Figure 1. Gate-type map.
Bar = 20 um.
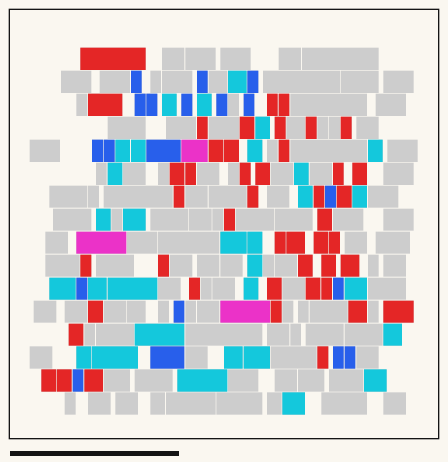
Figure 2. Wire density map.
10 x 10 tiles, from black (low) to pale yellow (high), scaled to the fullest tile. Values are wire area over tile area, all layers added.
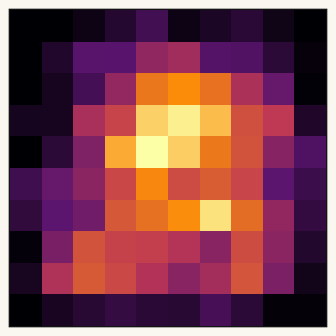
Figure 3. Clock distribution.
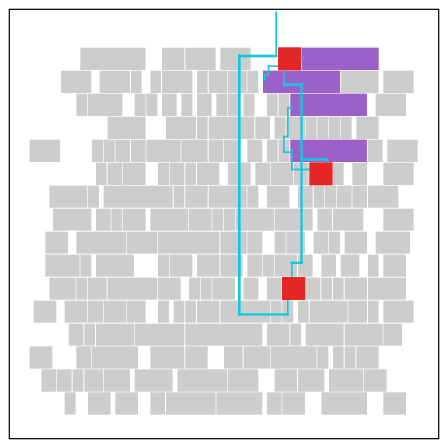
Figure 4. Cell placement.
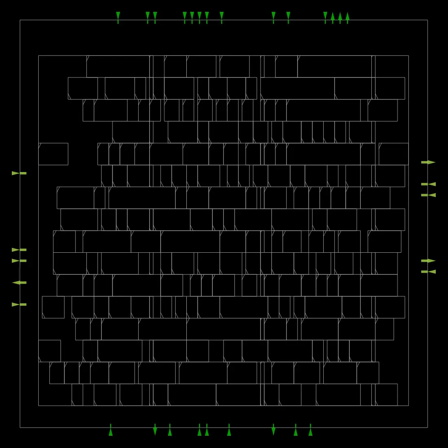
**src/rtl/alu_pkg.sv**
```systemverilog
// Shared constants for the ALU/register datapath slice: default width and
// the ALU opcode encoding (bit 2 selects logic vs arithmetic).
package alu_pkg;

    localparam int DATA_W_DEF = 4;

    typedef enum logic [2:0] {
        OP_ADD = 3'b000,
        OP_SUB = 3'b001,
        OP_INC = 3'b010,
        OP_DEC = 3'b011,
        OP_AND = 3'b100,
        OP_OR  = 3'b101,
        OP_XOR = 3'b110,
        OP_NOT = 3'b111
    } alu_op_e;

endpackage

```
**src/rtl/alu_reg_slice_if.sv**
```systemverilog
// Bundle of ALU operand/result and register control/data signals.
// master drives the operands and controls; slave is the slice itself.
interface alu_reg_slice_if #(
    parameter int DATA_W = alu_pkg::DATA_W_DEF
);
    logic [2:0]        alu_oc;
    logic [DATA_W-1:0] alu_a;
    logic [DATA_W-1:0] alu_b;
    logic [DATA_W-1:0] alu_f;
    logic              cl;
    logic              ld;
    logic              inc;
    logic              dec;
    logic              sr;
    logic              ir;
    logic              sl;
    logic              il;
    logic [DATA_W-1:0] reg_in;
    logic [DATA_W-1:0] reg_out;

    modport master (
        output alu_oc, alu_a, alu_b, cl, ld, inc, dec, sr, ir, sl, il, reg_in,
        input  alu_f, reg_out
    );

    modport slave (
        input  alu_oc, alu_a, alu_b, cl, ld, inc, dec, sr, ir, sl, il, reg_in,
        output alu_f, reg_out
    );
endinterface

```
**src/rtl/alu_reg_slice_alu.sv**
```systemverilog
// Purely combinational ALU; every result wraps modulo 2^DATA_W, no flags.
module alu_reg_slice_alu
    import alu_pkg::*;
#(
    parameter int DATA_W = DATA_W_DEF
) (
    input  logic [2:0]        oc,
    input  logic [DATA_W-1:0] a,
    input  logic [DATA_W-1:0] b,
    output logic [DATA_W-1:0] f
);

    localparam logic [DATA_W-1:0] ONE = {{(DATA_W-1){1'b0}}, 1'b1};

    always_comb begin
        f = '0;
        case (alu_op_e'(oc))
            OP_ADD:  f = a + b;
            OP_SUB:  f = a - b;
            OP_INC:  f = a + ONE;
            OP_DEC:  f = a - ONE;
            OP_AND:  f = a & b;
            OP_OR:   f = a | b;
            OP_XOR:  f = a ^ b;
            OP_NOT:  f = ~a;
            default: f = '0;
        endcase
    end

endmodule

```
**src/rtl/alu_reg_slice_reg.sv**
```systemverilog
// Multi-function register: clear > load > inc > dec > shift right > shift left > hold.
module alu_reg_slice_reg
    import alu_pkg::*;
#(
    parameter int DATA_W = DATA_W_DEF
) (
    input  logic              clk,
    input  logic              rst_n,
    input  logic              cl,
    input  logic              ld,
    input  logic              inc,
    input  logic              dec,
    input  logic              sr,
    input  logic              ir,
    input  logic              sl,
    input  logic              il,
    input  logic [DATA_W-1:0] reg_in,
    output logic [DATA_W-1:0] reg_out
);

    localparam logic [DATA_W-1:0] ONE = {{(DATA_W-1){1'b0}}, 1'b1};

    logic [DATA_W-1:0] out_d;
    logic [DATA_W-1:0] out_q;

    // Exactly one action per edge; lower-priority controls are ignored.
    always_comb begin
        out_d = out_q;
        if (cl)       out_d = '0;
        else if (ld)  out_d = reg_in;
        else if (inc) out_d = out_q + ONE;
        else if (dec) out_d = out_q - ONE;
        else if (sr)  out_d = {ir, out_q[DATA_W-1:1]};
        else if (sl)  out_d = {out_q[DATA_W-2:0], il};
    end

    always_ff @(posedge clk or negedge rst_n) begin
        if (!rst_n) out_q <= '0;
        else        out_q <= out_d;
    end

    assign reg_out = out_q;

endmodule

```
**src/rtl/alu_reg_slice.sv**
```systemverilog
// Datapath slice top: an ALU and a register side by side with no internal
// connection; the enclosing datapath decides how they are wired together.
module alu_reg_slice
    import alu_pkg::*;
#(
    parameter int DATA_W = DATA_W_DEF
) (
    input logic           clk,
    input logic           rst_n,
    alu_reg_slice_if.slave bus
);

    alu_reg_slice_alu #(.DATA_W(DATA_W)) u_alu (
        .oc (bus.alu_oc),
        .a  (bus.alu_a),
        .b  (bus.alu_b),
        .f  (bus.alu_f)
    );

    alu_reg_slice_reg #(.DATA_W(DATA_W)) u_reg (
        .clk     (clk),
        .rst_n   (rst_n),
        .cl      (bus.cl),
        .ld      (bus.ld),
        .inc     (bus.inc),
        .dec     (bus.dec),
        .sr      (bus.sr),
        .ir      (bus.ir),
        .sl      (bus.sl),
        .il      (bus.il),
        .reg_in  (bus.reg_in),
        .reg_out (bus.reg_out)
    );

endmodule

```
**src/flat_wrapper.sv**
```systemverilog
// flat-port wrapper written by rule: the top's interface ports become plain ports
module alu_reg_slice_flat import alu_pkg::*;
#(
    parameter int DATA_W = DATA_W_DEF
)
  (clk, rst_n, bus_alu_oc, bus_alu_a, bus_alu_b, bus_cl, bus_ld, bus_inc, bus_dec, bus_sr, bus_ir, bus_sl, bus_il, bus_reg_in, bus_alu_f, bus_reg_out);
  alu_reg_slice_if #(.DATA_W(DATA_W)) bus_i ();
  input logic clk;
  input logic rst_n;
  input wire logic [$bits(bus_i.alu_oc)-1:0] bus_alu_oc;
  input wire logic [$bits(bus_i.alu_a)-1:0] bus_alu_a;
  input wire logic [$bits(bus_i.alu_b)-1:0] bus_alu_b;
  input wire logic [$bits(bus_i.cl)-1:0] bus_cl;
  input wire logic [$bits(bus_i.ld)-1:0] bus_ld;
  input wire logic [$bits(bus_i.inc)-1:0] bus_inc;
  input wire logic [$bits(bus_i.dec)-1:0] bus_dec;
  input wire logic [$bits(bus_i.sr)-1:0] bus_sr;
  input wire logic [$bits(bus_i.ir)-1:0] bus_ir;
  input wire logic [$bits(bus_i.sl)-1:0] bus_sl;
  input wire logic [$bits(bus_i.il)-1:0] bus_il;
  input wire logic [$bits(bus_i.reg_in)-1:0] bus_reg_in;
  output wire logic [$bits(bus_i.alu_f)-1:0] bus_alu_f;
  output wire logic [$bits(bus_i.reg_out)-1:0] bus_reg_out;
  assign bus_i.alu_oc = bus_alu_oc;
  assign bus_i.alu_a = bus_alu_a;
  assign bus_i.alu_b = bus_alu_b;
  assign bus_i.cl = bus_cl;
  assign bus_i.ld = bus_ld;
  assign bus_i.inc = bus_inc;
  assign bus_i.dec = bus_dec;
  assign bus_i.sr = bus_sr;
  assign bus_i.ir = bus_ir;
  assign bus_i.sl = bus_sl;
  assign bus_i.il = bus_il;
  assign bus_i.reg_in = bus_reg_in;
  assign bus_alu_f = bus_i.alu_f;
  assign bus_reg_out = bus_i.reg_out;
  alu_reg_slice #(.DATA_W(DATA_W)) u_core (.clk(clk), .rst_n(rst_n), .bus(bus_i));
endmodule
```
**config.mk**
```make
export PLATFORM = sky130hd
export DESIGN_NAME = alu_reg_slice_flat
export DESIGN_NICKNAME = d
export VERILOG_FILES = /design/src/rtl/alu_pkg.sv /design/src/rtl/alu_reg_slice_if.sv /design/src/rtl/alu_reg_slice_alu.sv /design/src/rtl/alu_reg_slice_reg.sv /design/src/rtl/alu_reg_slice.sv /design/src/flat_wrapper.sv
export SDC_FILE = /design/constraint.sdc
export NUM_CORES = 1
export LEC_CHECK = 0
export ABC_AREA = 1
export CORE_MARGIN = 2
export CORE_UTILIZATION = 42
export CTS_BUF_LIST = sky130_fd_sc_hd__clkbuf_4
export CTS_CLUSTER_SIZE = 8
export DETAILED_ROUTE_END_ITERATION = 12
export PLACE_DENSITY = 0.79
export SLEW_MARGIN = 20
export SYNTH_ARGS = -nofsm -noshare
export SYNTH_HDL_FRONTEND = slang
export SYNTH_SLANG_ARGS = --single-unit
```
**constraint.sdc**
```tcl
create_clock -name clk -period 1.5 [get_ports clk]
set_input_delay 0.15 -clock clk [delete_from_list [all_inputs] [get_ports clk]]
set_output_delay 0.15 -clock clk [all_outputs]
set_load 0.02 [all_outputs]
```
==> notes.md <==
impl run done, here's what came out: status finished, violations left, violated checks negative setup slack, first-pass GRT wire length about 5300 um, # diodes 0, yosys aoi share 19.0%, Worst-Margin Slew roughly 0.29 ns, Max Slew Vio Count 0, TritonCTS buffer count 3, final setup vio count 4, Vias/cell 5.54, Buf/Inv on CP 3, I/O pin total 33, Slew headroom between 80% and 90%, wire per inst roughly 15 um, clk root buf clkbuf_4, max reg flops 4, Leak about 0.83 nW, WL final roughly 3500 um, Yosys warning count 0, net count after synthesis approximately 190, power per standard cell area between 500 and 600 mW/mm2, final net count around 250, grt met3 use 6.55%, Period minus WS final between 1.5 and 2 ns, Logic pwr share between 60% and 70%, Core Util at FP a little under half, Worst path max stage delay 0.29 ns, initial antenna violation count 0, Int Pwr ~0.48 mW, post-synthesis sequential element count 4, min-delay worst type in2async, maxcap violations 0, crit path launch type input port, yosys stat chip area just over 900 um2, Adder Area Share a little over a fifth, CORE AREA 0.00200 mm2, Sink Count 4, sequential area share after synthesis between 10% and 20%, met2 Track Usage GR a little under half, crit path max-delay cell type ha_1, setup ws final -0.357 ns, Crit Path Max Fanout 3, remaining routing DRC violations 0, Post-Syn Instances 147
Back to the opening pictures, Figure 1:
family	color	cells
NAND gates	red	46
XOR/XNOR gates	magenta	3
inverting AOI/OAI gates	cyan	31
NOR gates	blue	19
Finished Layout Cells: 234
Comb area share: 50.3%
most used logic cell in the final layout: buf_4

Back to the opening pictures, Figure 2:
fullest tile	0.68
nearly empty tiles	12%
densest ninth of the die	center
tiles over half the peak	31%
emptiest ninth of the die	upper left

Back to the opening pictures, Figure 3:
[clock wires] cyan | length: 105 um
[flip-flops] purple | count: 4
[cells driving clock nets] red | count: 3
flops lie	upper right
clk_lat worst skew: 0.24 ns
Setup Skew: 0.00415 ns
clk pwr: 0.135 mW
clock power share: 16.5%

Back to the opening pictures, Figure 4:
Seq/total area: 6.20%
Filler cells: 127
# rows: 16

-- cell type report --
cell class                 instances  area, um2
multi-input combinational        116        813
timing repair buffer              58        526
fill                             127        387
inverter                          26        120
sequential                         4        100
tap                               27       33.8
clock buffer                       3       22.5
-- power groups by stage --
stage	clock (mW)	combinational, mW	sequential (mW)
6_report	0.135	0.553	0.131
5_1_grt	0.145	0.596	0.132
4_1_cts	0.137	0.516	0.130
3_5_place_dp	0	0.483	0.131
3_3_place_gp	0	0.467	0.131
2_1_floorplan	0	0.239	0.142
-- cell usage after synthesis (all sizes together) --
cell	n	area share, %
o2111ai	1	0.96
nor2	19	8.6
buf	1	0.55
nand4	3	3.7
dfrtp	4	11
nand2	25	11
inv	26	11
a211oi	2	1.6
a22oi	1	0.82
nand3	18	9.8
xnor2	3	2.9
o21ai	17	9.3
a31oi	1	0.68
fa	1	2.2
ha	14	19
or2	2	1.4
o22ai	3	2.1
o211ai	1	0.82
a21oi	5	2.7
-- what timing repair did --
item / in CTS / in global routing
pin swaps: 16 / 10
gates resized: 61 / 22
endpoints found under the setup margin: 4 / 7
buffers inserted: 6 / 2
-- kinds of logic after synthesis --
family                     Yosys count
adders and majority gates           15
and+or+nand+nor                     67
DFF                                  4
AOI/OAI and AO/OA                   31
xor gates and xnor gates             3
buffers and inverters               27
-- final timing paths --
path,depth (start not counted),from,end,slack [ns]
max,14,bus_alu_oc[0],bus_alu_f[3],-0.36
min,1,rst_n,u_core.u_reg.reg_out[1],0.11
max reg2reg,6,u_core.u_reg.reg_out[0],u_core.u_reg.reg_out[2],0.06
min reg2reg,2,u_core.u_reg.reg_out[1],u_core.u_reg.reg_out[1],0.64
max in group asynchronous,1,rst_n,u_core.u_reg.reg_out[0],1.22
min in group clk,5,bus_sr,u_core.u_reg.reg_out[1],0.54
-- metrics by stage --
| step | power (mW) | hold slack, ns | setup TNS [ns] | util (%) |
|---|---|---|---|---|
| final | 0.820 | 0.113 | -0.709 | 80.7 |
| after global routing | 0.873 | 0.133 | -0.994 | 80.7 |
| after CTS | 0.783 | 0.114 | -0.811 | 77.9 |
| after detailed placement | 0.614 | 0.366 | -4.52 | 73.2 |
| after global placement | 0.598 | 0.354 | -4.31 | 73.2 |
| after floorplan | 0.382 | -0.146 | -0.0770 | - |
-- layer usage --
metal | part of all wire (%) | routed length [um] | up-vias
met3 | 8.7 | 308 | 13
li1 | - | - | 615
met5 | 0 | 0 | -
met4 | 2.9 | 103 | 0
met2 | 47 | 1670 | 70
met1 | 41 | 1450 | 598
No activity file was given, so power comes from the tool's default toggle rates.
